**Run 1: the clock network**

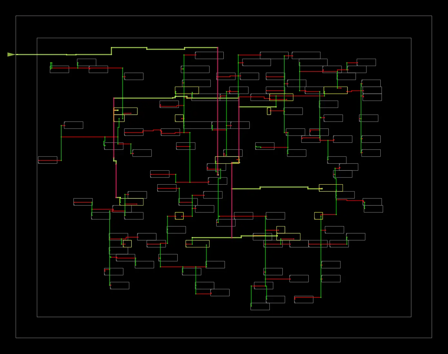
**Run 1: metal layers overlaid**

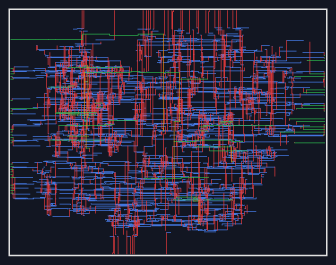
**Run 1: logic cells by family**

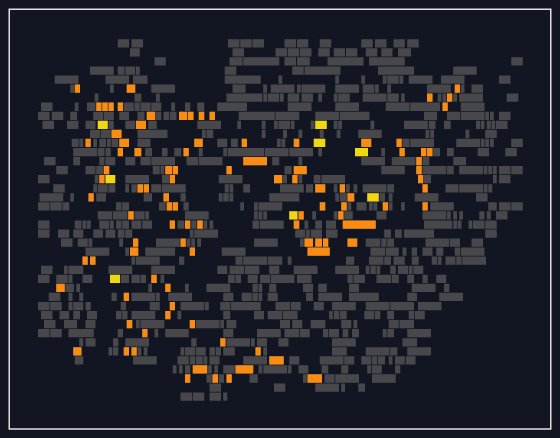
===== config.mk =====
export PLATFORM = sky130hd
export DESIGN_NAME = hd44780_bus_phy
export DESIGN_NICKNAME = d
export VERILOG_FILES = /design/src/rtl/hd44780_pkg.sv /design/src/rtl/hd44780_tick_gen.sv /design/src/rtl/hd44780_bus_phy.sv
export SDC_FILE = /design/constraint.sdc
export NUM_CORES = 1
export LEC_CHECK = 0
export CAP_MARGIN = 20
export CORE_ASPECT_RATIO = 0.75
export CORE_MARGIN = 8
export CORE_UTILIZATION = 35
export DETAILED_ROUTE_END_ITERATION = 10
export GPL_TIMING_DRIVEN = 1
export MAX_ROUTING_LAYER = met4
export PLACE_DENSITY_LB_ADDON = 0.08
export RECOVER_POWER = 100
export SLEW_MARGIN = 25
export SYNTH_ARGS = -nofsm -noshare
export SYNTH_HDL_FRONTEND = slang
export SYNTH_SLANG_ARGS = --single-unit

===== constraint.sdc =====
create_clock -name clk_i -period 4.4 [get_ports clk_i]
set_input_delay 0.88 -clock clk_i [delete_from_list [all_inputs] [get_ports clk_i]]
set_output_delay 0.88 -clock clk_i [all_outputs]
set_load 0.02 [all_outputs]

===== src/rtl/hd44780_pkg.sv =====
// hd44780_pkg
// Shared definitions for the HD44780U pin-level PHY:
//   - FSM state encoding (legacy-compatible 3-bit constants)
//   - default bus timing, in ticks
//   - bit positions of the fields inside an instruction word {RS, RWB, DB[7:0]}
//   - beat_data(): the byte placed on DB for a given beat of a write
package hd44780_pkg;

    typedef logic [2:0] state_t;

    localparam state_t ST_IDLE       = 3'd0;
    localparam state_t ST_ADDR       = 3'd1;
    localparam state_t ST_EN_HIGH    = 3'd2;
    localparam state_t ST_EN_LOW     = 3'd3;
    localparam state_t ST_POLL_CHECK = 3'd4;

    localparam int DEF_ADDR_SETUP_TICKS  = 6;
    localparam int DEF_EN_PW_TICKS       = 45;
    localparam int DEF_EN_CYCLE_TICKS    = 100;
    localparam int DEF_RDATA_DELAY_TICKS = 36;

    localparam int INSTR_RS_IDX  = 9;
    localparam int INSTR_RWB_IDX = 8;
    localparam int INSTR_DB_MSB  = 7;
    localparam int INSTR_DB_LSB  = 0;

    // In 4-bit mode both nibbles travel on DB[7:4], high nibble first.
    function automatic logic [7:0] beat_data(input logic [7:0] db,
                                             input logic       mode_8bit,
                                             input logic       beat);
        if (mode_8bit) begin
            return db;
        end else if (!beat) begin
            return {db[7:4], 4'h0};
        end else begin
            return {db[3:0], 4'h0};
        end
    endfunction

endpackage


===== src/rtl/hd44780_tick_gen.sv =====
// hd44780_tick_gen
// Prescaler plus tick counter used to time every bus phase.
// A tick is max(prescaler_i,1) clocks. restart_i (asserted on the cycle that
// enters a new phase) reloads the prescale period and zeroes both counters, so
// the first cycle of a phase is cycle 0 of tick 0.
// Ports:
//   clk_i, rst_i     clock, synchronous active-high reset
//   restart_i        restart prescaler and tick count at the next edge
//   prescaler_i      clocks per tick (0 behaves as 1), sampled on restart
//   tick_o           high in the last clock of the current tick
//   tick_count_o     number of completed ticks since the last restart
module hd44780_tick_gen #(
    parameter int PRESCALER_WIDTH = 16,
    parameter int CNT_WIDTH       = 8
) (
    input  logic                       clk_i,
    input  logic                       rst_i,
    input  logic                       restart_i,
    input  logic [PRESCALER_WIDTH-1:0] prescaler_i,
    output logic                       tick_o,
    output logic [CNT_WIDTH-1:0]       tick_count_o
);

    localparam logic [PRESCALER_WIDTH-1:0] P_ONE = PRESCALER_WIDTH'(1);
    localparam logic [CNT_WIDTH-1:0]       C_ONE = CNT_WIDTH'(1);

    // Stores period-1 so a zero prescaler naturally yields a one-clock tick.
    logic [PRESCALER_WIDTH-1:0] last_q;
    logic [PRESCALER_WIDTH-1:0] presc_cnt_q;

    assign tick_o = (presc_cnt_q == last_q);

    always_ff @(posedge clk_i) begin
        if (rst_i) begin
            last_q       <= '0;
            presc_cnt_q  <= '0;
            tick_count_o <= '0;
        end else if (restart_i) begin
            last_q       <= (prescaler_i == '0) ? '0 : prescaler_i - P_ONE;
            presc_cnt_q  <= '0;
            tick_count_o <= '0;
        end else if (tick_o) begin
            presc_cnt_q  <= '0;
            tick_count_o <= tick_count_o + C_ONE;
        end else begin
            presc_cnt_q  <= presc_cnt_q + P_ONE;
        end
    end

endmodule


===== src/rtl/hd44780_bus_phy.sv =====
// hd44780_bus_phy
// Pin-level PHY for an HD44780U panel. Takes one instruction {RS, RWB, DB}
// at a time, runs it as one (8-bit bus) or two (4-bit bus) E beats, optionally
// polls the busy flag after writes, and signals completion with done_o.
// Ports:
//   clk_i, rst_i                  clock, synchronous active-high reset
//   prescaler_i                   clocks per tick (0 treated as 1)
//   phy_enable_i                  allows new instructions to be accepted
//   mode_8bit_i, busy_check_en_i  bus mode / busy polling, latched at accept
//   busy_timeout_i                max busy polls, 0 = no limit
//   err_clr_i, err_busy_timeout_o clear / sticky busy-timeout flag
//   lcd_instr_i, valid_instr_i, ready_instr_o   instruction handshake
//   done_o, rsp_data_o            completion pulse and read/poll byte
//   data_out_o, data_in_i, data_oe_o, rs_o, rwb_o, e_o   panel pins
module hd44780_bus_phy
    import hd44780_pkg::*;
#(
    parameter int DATA_WIDTH        = 8,
    parameter int INSTR_WIDTH       = 10,
    parameter int PRESCALER_WIDTH   = 16,
    parameter int TIMEOUT_WIDTH     = 16,
    parameter int ADDR_SETUP_TICKS  = DEF_ADDR_SETUP_TICKS,
    parameter int EN_PW_TICKS       = DEF_EN_PW_TICKS,
    parameter int EN_CYCLE_TICKS    = DEF_EN_CYCLE_TICKS,
    parameter int RDATA_DELAY_TICKS = DEF_RDATA_DELAY_TICKS
) (
    input  logic                       clk_i,
    input  logic                       rst_i,
    input  logic [PRESCALER_WIDTH-1:0] prescaler_i,
    input  logic                       phy_enable_i,
    input  logic                       mode_8bit_i,
    input  logic                       busy_check_en_i,
    input  logic [TIMEOUT_WIDTH-1:0]   busy_timeout_i,
    input  logic                       err_clr_i,
    input  logic [INSTR_WIDTH-1:0]     lcd_instr_i,
    input  logic                       valid_instr_i,
    output logic                       ready_instr_o,
    output logic                       done_o,
    output logic [DATA_WIDTH-1:0]      rsp_data_o,
    output logic                       err_busy_timeout_o,
    output logic [DATA_WIDTH-1:0]      data_out_o,
    input  logic [DATA_WIDTH-1:0]      data_in_i,
    output logic                       data_oe_o,
    output logic                       rs_o,
    output logic                       rwb_o,
    output logic                       e_o
);

    localparam int CNT_W = $clog2(EN_CYCLE_TICKS + 1);

    localparam logic [CNT_W-1:0] ADDR_LAST   = CNT_W'(ADDR_SETUP_TICKS - 1);
    localparam logic [CNT_W-1:0] EN_HI_LAST  = CNT_W'(EN_PW_TICKS - 1);
    localparam logic [CNT_W-1:0] EN_LO_LAST  = CNT_W'(EN_CYCLE_TICKS - EN_PW_TICKS - 1);
    localparam logic [CNT_W-1:0] RD_SMP_LAST = CNT_W'(RDATA_DELAY_TICKS - 1);
    localparam logic [TIMEOUT_WIDTH-1:0] POLL_ONE = TIMEOUT_WIDTH'(1);

    state_t                   state_q, state_d;
    logic                     beat_q, beat_d;
    logic                     polling_q, polling_d;
    logic [TIMEOUT_WIDTH-1:0] poll_cnt_q, poll_cnt_d, poll_cnt_inc;
    logic [INSTR_WIDTH-1:0]   instr_q, instr_d;
    logic                     mode_8bit_q, mode_8bit_d;
    logic                     busy_chk_q, busy_chk_d;
    logic [DATA_WIDTH-1:0]    rd_byte_q;
    logic [DATA_WIDTH-1:0]    rsp_d;
    logic                     done_d;
    logic                     err_set;

    logic                     tick;
    logic [CNT_W-1:0]         tick_count;
    logic                     restart;
    logic                     last_beat;

    logic                     rs_nxt, rwb_nxt;
    logic [DATA_WIDTH-1:0]    dout_nxt;

    assign ready_instr_o = phy_enable_i & (state_q == ST_IDLE);
    assign last_beat     = mode_8bit_q | beat_q;
    assign poll_cnt_inc  = poll_cnt_q + POLL_ONE;

    // Every state change is a phase entry, including EN_LOW -> ADDR between beats.
    assign restart = (state_d != state_q);

    hd44780_tick_gen #(
        .PRESCALER_WIDTH (PRESCALER_WIDTH),
        .CNT_WIDTH       (CNT_W)
    ) u_tick_gen (
        .clk_i        (clk_i),
        .rst_i        (rst_i),
        .restart_i    (restart),
        .prescaler_i  (prescaler_i),
        .tick_o       (tick),
        .tick_count_o (tick_count)
    );

    always_comb begin
        state_d     = state_q;
        beat_d      = beat_q;
        polling_d   = polling_q;
        poll_cnt_d  = poll_cnt_q;
        instr_d     = instr_q;
        mode_8bit_d = mode_8bit_q;
        busy_chk_d  = busy_chk_q;
        rsp_d       = rsp_data_o;
        done_d      = 1'b0;
        err_set     = 1'b0;
        case (state_q)
            ST_IDLE: begin
                if (valid_instr_i && ready_instr_o) begin
                    instr_d     = lcd_instr_i;
                    mode_8bit_d = mode_8bit_i;
                    busy_chk_d  = busy_check_en_i;
                    beat_d      = 1'b0;
                    polling_d   = 1'b0;
                    poll_cnt_d  = '0;
                    state_d     = ST_ADDR;
                end
            end
            ST_ADDR: begin
                if (tick && tick_count == ADDR_LAST) begin
                    state_d = ST_EN_HIGH;
                end
            end
            ST_EN_HIGH: begin
                if (tick && tick_count == EN_HI_LAST) begin
                    state_d = ST_EN_LOW;
                end
            end
            ST_EN_LOW: begin
                if (tick && tick_count == EN_LO_LAST) begin
                    if (!last_beat) begin
                        beat_d  = 1'b1;
                        state_d = ST_ADDR;
                    end else if (polling_q) begin
                        state_d = ST_POLL_CHECK;
                    end else if (!instr_q[INSTR_RWB_IDX] && busy_chk_q) begin
                        polling_d = 1'b1;
                        beat_d    = 1'b0;
                        state_d   = ST_ADDR;
                    end else begin
                        state_d = ST_IDLE;
                        done_d  = 1'b1;
                        // An unpolled write has no read byte to report.
                        rsp_d   = instr_q[INSTR_RWB_IDX] ? rd_byte_q : '0;
                    end
                end
            end
            ST_POLL_CHECK: begin
                beat_d = 1'b0;
                if (!rd_byte_q[7]) begin
                    state_d = ST_IDLE;
                    done_d  = 1'b1;
                    rsp_d   = rd_byte_q;
                end else begin
                    poll_cnt_d = poll_cnt_inc;
                    if (busy_timeout_i != '0 && poll_cnt_inc == busy_timeout_i) begin
                        err_set = 1'b1;
                        state_d = ST_IDLE;
                        done_d  = 1'b1;
                        rsp_d   = rd_byte_q;
                    end else begin
                        state_d = ST_ADDR;
                    end
                end
            end
            default: begin
                state_d = ST_IDLE;
            end
        endcase
    end

    // Pin values for the phase being entered; busy polls always read the status register.
    assign rs_nxt   = polling_d ? 1'b0 : instr_d[INSTR_RS_IDX];
    assign rwb_nxt  = polling_d ? 1'b1 : instr_d[INSTR_RWB_IDX];
    assign dout_nxt = beat_data(instr_d[INSTR_DB_MSB:INSTR_DB_LSB], mode_8bit_d, beat_d);

    always_ff @(posedge clk_i) begin
        if (rst_i) begin
            state_q            <= ST_IDLE;
            beat_q             <= 1'b0;
            polling_q          <= 1'b0;
            poll_cnt_q         <= '0;
            done_o             <= 1'b0;
            rsp_data_o         <= '0;
            err_busy_timeout_o <= 1'b0;
        end else begin
            state_q    <= state_d;
            beat_q     <= beat_d;
            polling_q  <= polling_d;
            poll_cnt_q <= poll_cnt_d;
            done_o     <= done_d;
            rsp_data_o <= rsp_d;
            if (err_set) begin
                err_busy_timeout_o <= 1'b1;
            end else if (err_clr_i) begin
                err_busy_timeout_o <= 1'b0;
            end
        end
    end

    // Instruction context only matters once accepted, so it carries no reset.
    always_ff @(posedge clk_i) begin
        instr_q     <= instr_d;
        mode_8bit_q <= mode_8bit_d;
        busy_chk_q  <= busy_chk_d;
    end

    // Read capture: whole byte in 8-bit mode, otherwise DB[7:4] into the
    // nibble selected by the beat.
    always_ff @(posedge clk_i) begin
        if (state_q == ST_EN_HIGH && rwb_o && tick && tick_count == RD_SMP_LAST) begin
            if (mode_8bit_q) begin
                rd_byte_q <= data_in_i;
            end else if (!beat_q) begin
                rd_byte_q[7:4] <= data_in_i[7:4];
            end else begin
                rd_byte_q[3:0] <= data_in_i[7:4];
            end
        end
    end

    // Pins load from the next-state decode so they change on phase entry.
    always_ff @(posedge clk_i) begin
        if (rst_i) begin
            e_o        <= 1'b0;
            rs_o       <= 1'b0;
            rwb_o      <= 1'b0;
            data_out_o <= '0;
            data_oe_o  <= 1'b0;
        end else begin
            e_o <= (state_d == ST_EN_HIGH);
            if (state_d == ST_ADDR || state_d == ST_EN_HIGH) begin
                rs_o  <= rs_nxt;
                rwb_o <= rwb_nxt;
                if (rwb_nxt) begin
                    data_oe_o <= 1'b0;
                end else begin
                    data_out_o <= dout_nxt;
                    data_oe_o  <= 1'b1;
                end
            end
        end
    end

endmodule


==> notes.md, run 1 <==
Implementation results. Core box area landed at 15900 um2. The floorplan report lists the tap cell count as 210. Instance tally after logic synthesis landed at 652.

The layout report lists the multi-input gate area as 3230 um2. Flop and latch count out of synthesis landed at 102. The worst setup path is launched from an input port.

The final timing report lists clock skew as 11.8 ps. The run finished with clean final reports. Total leakage power landed at 2.55 nW.

Setup repair after global routing left no endpoint under its margin. Per Yosys stat, the portion of area used by sequential elements is 38.0%. After synthesis, the share of flip-flops with an asynchronous set or reset is 0%. In this run, flip-flops and latches consume 47.8% of the power. For reference, the critical path cell chain is dlygate4sd3_1 -> or3b_1 -> a211oi_1 -> o32ai_1 -> a2111oi_0 -> nand4_1 -> a211oi_4 -> nor2_1 -> a41o_1. Summing over every cut layer, the via total after detailed routing is 4874.

At floorplan, the net count of the design was reported as 716. Checking max transition, the worst relative margin is 13.0%. Combinational cells consume a total of 326 uW. Per the summary, power density relative to cell area is 313 nW/um2. Per the cell usage report, the commonest logic cell in the layout is sky130_fd_sc_hd__nand2_1.

STA classifies the critical path endpoint as a register. The timing report attributes the biggest portion of critical-path delay to AND-OR/OR-AND gates. Among all flip-flop cells after synthesis, the most frequent one is sky130_fd_sc_hd__dfxtp_1.

Tally of filler cells in the layout landed at 1569. Buffer share of cell area landed at 12.2%. Post-CTS clock slew at the launch and capture registers of the worst setup and hold paths landed at 80 ps. Number of H-tree levels landed at 3. Yosys-reported design area after synthesis landed at 5610 um2. Number of global-route vias before repair landed at 4621. The post-route netlist has 7.63% of its cells at a drive strength greater than 1. In the routed layout, each cell is associated on average with a via count of 5.24.

Count of warning messages emitted by the tools landed at 29. VDD sags by at most 0.169 mV. Number of hold violations in the final report landed at 0.

The arrival time of data at the worst endpoint is listed as 3990 ps. Number of standard-cell rows in the floorplan landed at 40. Once the clock tree was built, the resizer swapped 0 gates to a different size.

The clock network takes up 4.19% of total cell area after layout. Measured along the x axis, the die boundary spans 162 um. Maximum fanout encountered on the critical timing path landed at 8. The routed design shows a wire length per standard cell of 16.2 um.

Utilization after layout landed at 42.7%. Yosys instantiated no cell more often than sky130_fd_sc_hd__nand2_1. Worst hold margin landed at 452 ps. The worst setup path is of the in2reg kind. Counting the warning lines in the Yosys log gives 0. Final-report setup violation count landed at 0. Floorplan die area landed at 20400 um2. Overall routing resource usage recorded by global route was 15.3%. TritonRoute reported its final design rule violation total as 0. Per the synthesis report, the dominant area consumer among library cells is sky130_fd_sc_hd__dfxtp_1. Worst setup slack after placement landed at 670 ps. RePlAce ended its routability-driven mode at a weighted congestion of 0.873.

Per the OpenROAD power report, switching power amounts to 608 uW. Once detail routing completed, the nets flagged for antenna violations numbered 0. Fraction of area in registers landed at 31.4%.

Area growth from synthesis to final layout landed at 20.9%. Yosys reports that the most numerous cell types are sky130_fd_sc_hd__nand2_1 (94), sky130_fd_sc_hd__dfxtp_1 (93), sky130_fd_sc_hd__nor2_1 (53). Number of top-level design ports landed at 80. For the pin with the worst max-slew slack, the measured transition is 1300 ps. After the last flow step, the layout net total stands at 780. Unique cell type count in the Yosys netlist landed at 73. Number of input and output port buffers inserted landed at 79. Multi-input combinational cells in the finished layout were counted as 506. Detailed-route iteration 0 reported a violation count of 333. In the final layout, multi-input gates take up 47.7% of the cell area. The area taken by sequential standard cells is reported as 2130 um2. Final worst-path cycle share landed at 84.8%. In the layout the commonest cells are sky130_fd_sc_hd__nand2_1 (94), sky130_fd_sc_hd__dfxtp_1 (93), sky130_fd_sc_hd__nor2_1 (54), sky130_fd_sc_hd__clkdlybuf4s50_1 (48), sky130_fd_sc_hd__xor2_1 (46).

Entering global routing, the biggest net connects 36 pins. The internal portion of the total power is 1.51 mW. After layout, the design draws a total of 2.12 mW. Counting I/O delays and the setup requirement, the final critical path takes 3730 ps. Post-cts hold-fix buffer tally landed at 0. Share of power burned in the clock network landed at 36.9%.

Maximum clock frequency landed at 0.268 GHz. The mapped netlist covers 5610 um2. Number of CTS-inserted buffers landed at 9. Data required time at the worst endpoint landed at 4660 ps. Per the post-run analysis, buffers plus inverters along the critical path come to 1. In the final layout, excluding clock inverters the inverter count is 11. Final global-route overflow total landed at 0. Looking at the group totals, the largest power group turns out to be sequential cells. Sum of routed wire length over all layers landed at 15.0 mm. Number of enable flip-flop cells landed at 9. The biggest slice of the area belongs to combinational gates. The synthesis report lists the most area-consuming cells as sky130_fd_sc_hd__dfxtp_1 (33%), sky130_fd_sc_hd__xor2_1 (7.2%), sky130_fd_sc_hd__nand2_1 (6.3%), sky130_fd_sc_hd__edfxtp_1 (4.8%), sky130_fd_sc_hd__nor4_2 (4.5%). Floorplan utilization landed at 35.3%. Yosys reports that the leading cell type by area covers 33.2% of the netlist area. Iteration count of the initial detailed-routing pass landed at 4. TritonCTS built the clock tree. Die span in y landed at 126 um. In this run the post-CTS setup repair buffer count came out at 0. The clock passes through at most 2 buffers. The repair_antennas step left the layout with diodes totalling 0. Summed over all nets, the half-perimeter wirelength after detailed placement is 11.4 mm. Switching share of power landed at 28.7%. The number of antenna violations at the first check in global routing was 0.

Sequential power landed at 1.01 mW. For this design, Yosys synthesis ends with a cell count of 652. The tightest min-delay check is of the reg2reg type.
## Picture notes: 'the clock network'
worst skew pair latency: 360 ps
Seq cells: 102
TritonCTS sink count: 102
clock network power: 783 uW
# clk buffers: 10

## Picture notes: 'metal layers overlaid'
[blue] met1 | wire length: 7960 um
[red] met2 | wire length: 6130 um
[green] met3 | wire length: 756 um
[orange] met4 | wire length: 186 um

## Picture notes: 'logic cells by family'
[orange] inverting AOI/OAI gates | cells: 97
[yellow] AND-OR and OR-AND gates | cells: 8

==> run 1: registers in the layout, summed over array words and instances (netlist names) <==
name / count
state_q: 3
rsp_data_o: 8
poll_cnt_q: 16
e_o: 1
err_busy_timeout_o: 1
done_o: 1
beat_q: 1
u_tick_gen.last_q: 16
data_out_o: 8
u_tick_gen.presc_cnt_q: 16
instr_q: 10
polling_q: 1
rs_o: 1
rwb_o: 1
rd_byte_q: 8
data_oe_o: 1
mode_8bit_q: 1
busy_chk_q: 1
u_tick_gen.tick_count_o: 7
==> run 1: cells by family (layout without fill, tap and decap cells) <==
| group | after synthesis | in the layout | share of synthesized area [%] |
|---|---|---|---|
| compound gates | 105 | 105 | 12.3 |
| xor+xnor | 65 | 65 | 10.2 |
| fa+ha+maj | 7 | 7 | 1.56 |
| buf+inv | 44 | 113 | 3.55 |
| flops | 102 | 102 | 38.0 |
| mux | 19 | 19 | 3.57 |
| simple gates | 310 | 310 | 30.8 |
==> run 1: per-layer routing <==
metal  track usage (%)  vias up  wire [um]
li1                  -     2471          -
met1              21.7     2270       7960
met2              20.8      114       6130
met3              3.97       19        755
met4              4.02        0        186
met5                 -        -          0
==> run 1: per-stage QoR <==
step                      cell area, um2  std cells
after floorplan                     5610        652
after global placement              6560        915
after detailed placement            6560        915
after CTS                           6850        931
after global routing                6780        931
final                               6780        931
==> run 1: path summary, 6_finish.rpt <==
| path | start | cells after the start | slack, ps | endpoint |
|---|---|---|---|---|
| worst min-delay path | instr_q[4] | 2 | 450 | instr_q[4] |
| worst min register to register | instr_q[4] | 2 | 450 | instr_q[4] |
| worst max register to register | poll_cnt_q[0] | 9 | 1030 | rs_o |
| worst max-delay path | busy_timeout_i[2] | 9 | 670 | rs_o |
--- run 2 (diff from run 1) ---
Clock period 4.4 ns to 3.9 ns, I/O delays scaled along.
**Run 2: metal layers overlaid**

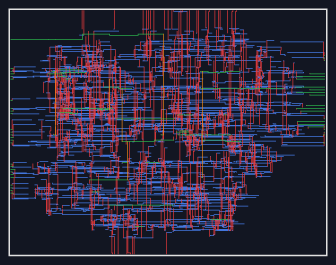
[blue] met1 | wire length: 8060 um
[green] met3 | wire length: 630 um
[orange] met4 | wire length: 201 um
[red] met2 | wire length: 6230 um

**Run 2: wires at chosen ports, followed through buffers**

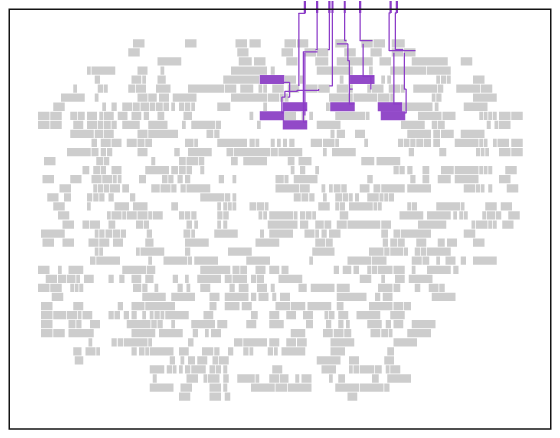
[purple] rsp_data_o | bits: 8 | direction: output | end cells: 8 | buffers: 8 | wire: 277 um

==> notes.md, run 2 <==
Implementation results. Outcome: complete, no violations (unchanged). The core box area was 15900 um2 (unchanged). Instance tally after logic synthesis landed at 652 (unchanged). The number of hold violations in the final report is 0 (unchanged). Number of antenna violations at the first check in global routing landed at 0 (unchanged). The yosys cell count is 652 (unchanged). The share of the synthesized area in the top cell type is 33.2% (unchanged).

The instance count after placement with tap cells included is 915 (unchanged). The total number of nets in the final design was 780 (unchanged). The maximum root-to-sink buffer count came to 2 (unchanged). The sequential fraction of the synthesis area is 38.0% (unchanged). The dominant logic cell type in the layout is sky130_fd_sc_hd__nand2_1 (unchanged). The total of cells resized after clock tree synthesis is 0 (unchanged). Iteration count of the initial detailed-routing pass landed at 6 (was 4). The maximum ir drop on the vdd rail is 0.186 mV (was 0.169 mV).

Final estimated routing congestion in global placement landed at 0.851 (was 0.873). The final-report setup violation count was 0 (unchanged). Detailed-route vias per instance landed at 5.21 (was 5.24). The number of top-level design ports came to 80 (unchanged). Biggest registers after layout: poll_cnt_q x16, u_tick_gen.last_q x16, u_tick_gen.presc_cnt_q x16 (unchanged). The kind of end point of the critical path is a register (unchanged). Detailed-routed wire length on met3 landed at 629 um (was 755 um). Leading cell types in the layout, fill and taps excluded: sky130_fd_sc_hd__nand2_1 (94), sky130_fd_sc_hd__dfxtp_1 (93), sky130_fd_sc_hd__nor2_1 (54), sky130_fd_sc_hd__clkdlybuf4s50_1 (48), sky130_fd_sc_hd__xor2_1 (46) (unchanged). The power per unit of standard cell area came to 355 nW/um2 (was 313 nW/um2). The TritonCTS clock tree was yes (unchanged). The cell type with the largest total area is sky130_fd_sc_hd__dfxtp_1 (unchanged). Total leakage power landed at 2.57 nW (was 2.55 nW). The startpoint of the worst setup timing path is phy_enable_i (was busy_timeout_i[2]). The count of yosys warnings during synthesis is 0 (unchanged). Overall track demand over capacity in global routing landed at 15.4% (was 15.3%).

Worst slew slack as a fraction of its limit landed at 31.3% (was 13.0%). Area growth from synthesis to final layout landed at 21.2% (was 20.9%). The count of warning messages emitted by the tools is 29 (unchanged). The number of global-route vias before repair came to 4740 (was 4621). Final global-route overflow total landed at 0 (unchanged). The detailed router's first-iteration violation count is 349 (was 333).

The worst setup slack after placement is 321 ps (was 670 ps). The source of the worst register-to-register timing path is u_tick_gen.presc_cnt_q[9] (was poll_cnt_q[0]). Tally of filler cells in the layout landed at 1575 (was 1569). Number of antenna repair diodes landed at 0 (unchanged). The sequential share of power was 47.4% (was 47.8%).

The highest routed metal layer is met4 (unchanged). Logic area landed at 3230 um2 (about the same). Internal portion of total power landed at 1.72 mW (was 1.51 mW). The count of placed standard cells in the final layout, fillers left out came to 931 (unchanged). The synthesized netlist net count is 716 (unchanged). RSZ-0062 raised after global routing: no (unchanged). The yosys-reported design area after synthesis came to 5610 um2 (unchanged). The start point of the worst min-delay path is instr_q[5] (was instr_q[4]). The worst hold margin is 453 ps (was 452 ps). Number of standard-cell rows in the floorplan landed at 40 (unchanged).

Fraction of final layout cells with drive strength greater than 1 landed at 8.04% (was 7.63%). CTS sink count landed at 102 (unchanged). Sum of routed wire length over all layers landed at 15.1 mm (was 15.0 mm). Met2 demand-to-capacity share in global routing landed at 21.4% (was 20.8%). Maximum clock frequency landed at 0.297 GHz.

The critical path arrival is 3590 ps (was 3990 ps). Maximum number of pins on one net before global-route repair landed at 42 (was 36). The data required time at the worst endpoint was 4130 ps (was 4660 ps). The die span in y came to 126 um (unchanged).

The number of input and output port buffers inserted came to 79 (unchanged). Floorplan die area landed at 20400 um2 (unchanged). HPWL after detailed placement landed at 11.4 mm (about the same).

The path type of the worst setup path is in2reg (unchanged). The switching share of power came to 28.8% (was 28.7%). The share of power burned in the clock network was 37.3% (was 36.9%). Post-CTS setup-driven buffer insertion count landed at 0 (unchanged). Cell area after layout landed at 6800 um2 (was 6780 um2). The most common cell in the netlist was sky130_fd_sc_hd__nand2_1 (unchanged). Wire length per cell after detailed routing landed at 16.2 um (about the same).

The number of remaining DRC errors is 0 (unchanged). Number of H-tree levels landed at 3 (unchanged). Routed metal-1 wire length landed at 8.06 mm (was 7.96 mm).

Final worst-path cycle share landed at 86.3%. Number of CTS-inserted buffers landed at 9 (unchanged). The dominant register cell was sky130_fd_sc_hd__dfxtp_1 (unchanged).

Die extent in x landed at 162 um (unchanged). The utilization after layout was 42.8% (was 42.7%). Met3 routing resource usage after global routing landed at 3.09% (was 3.97%). Post-synth top cells: sky130_fd_sc_hd__nand2_1 (94), sky130_fd_sc_hd__dfxtp_1 (93), sky130_fd_sc_hd__nor2_1 (53) (unchanged). Unique cell type count in the Yosys netlist landed at 73 (unchanged). Clock latency on the worst-skew pair landed at 350 ps (was 360 ps). The synthesized cell area is 5610 um2 (unchanged). The launching element type of the critical path is an input port (unchanged).

The instance area at placement came to 6560 um2 (unchanged). Number of enable flip-flop cells landed at 9 (unchanged). The slew at the pin closest to its max-slew limit is 1030 ps (was 1300 ps). The layer with the highest usage was met1 (unchanged). Post-cts hold-fix buffer tally landed at 0 (unchanged). Number of vias in the routed layout landed at 4848 (was 4874).
## run 2: cell families (layout without fill, tap and decap cells)
logic type	count (synthesis)	in the layout	share of synthesized area (%)
buffers and inverters	44	113	3.55
AOI/OAI and AO/OA	105	105	12.3
DFF	102	102	38.0
muxes	19	19	3.57
xor gates and xnor gates	65	65	10.2
and+or+nand+nor	310	310	30.8
adders and majority gates	7	7	1.56
## run 2: final timing paths
kind	end	slack, ps	cells after the start
setup / recovery	data_out_o[4]	540	10
hold / removal	instr_q[5]	450	2
setup reg to reg	u_tick_gen.last_q[1]	600	9
hold reg to reg	instr_q[5]	450	2
## run 2: critical path, cell delays in order
cell,delay (ps)
sky130_fd_sc_hd__dlygate4sd3_1,540
sky130_fd_sc_hd__nor4b_4,260
sky130_fd_sc_hd__nand2_1,110
sky130_fd_sc_hd__inv_1,420
sky130_fd_sc_hd__o21ai_1,270
sky130_fd_sc_hd__or3b_1,420
sky130_fd_sc_hd__nand3_1,200
sky130_fd_sc_hd__mux2_2,360
sky130_fd_sc_hd__nand4_1,110
sky130_fd_sc_hd__o21ai_0,120
## run 2: power groups by stage
stage | registers (mW) | clock network [mW] | logic [mW]
after detailed placement | 1.17 | 0 | 0.385
after CTS | 1.14 | 0.937 | 0.387
final | 1.14 | 0.901 | 0.368
after global routing | 1.15 | 0.981 | 0.407
after floorplan | 1.16 | 0 | 0.238
after global placement | 1.17 | 0 | 0.381
## run 2: area by class of cell
| class | count | share of cell area, % |
|---|---|---|
| Multi-Input combinational cell | 506 | 47.5 |
| Sequential cell | 102 | 31.4 |
| Timing Repair Buffer | 86 | 12.2 |
| Tap cell | 210 | 3.87 |
| Clock buffer | 9 | 3.31 |
| Clock inverter | 7 | 1.10 |
| Inverter | 11 | 0.607 |
Power figures rest on the tool's default switching activity, not on a simulated workload.
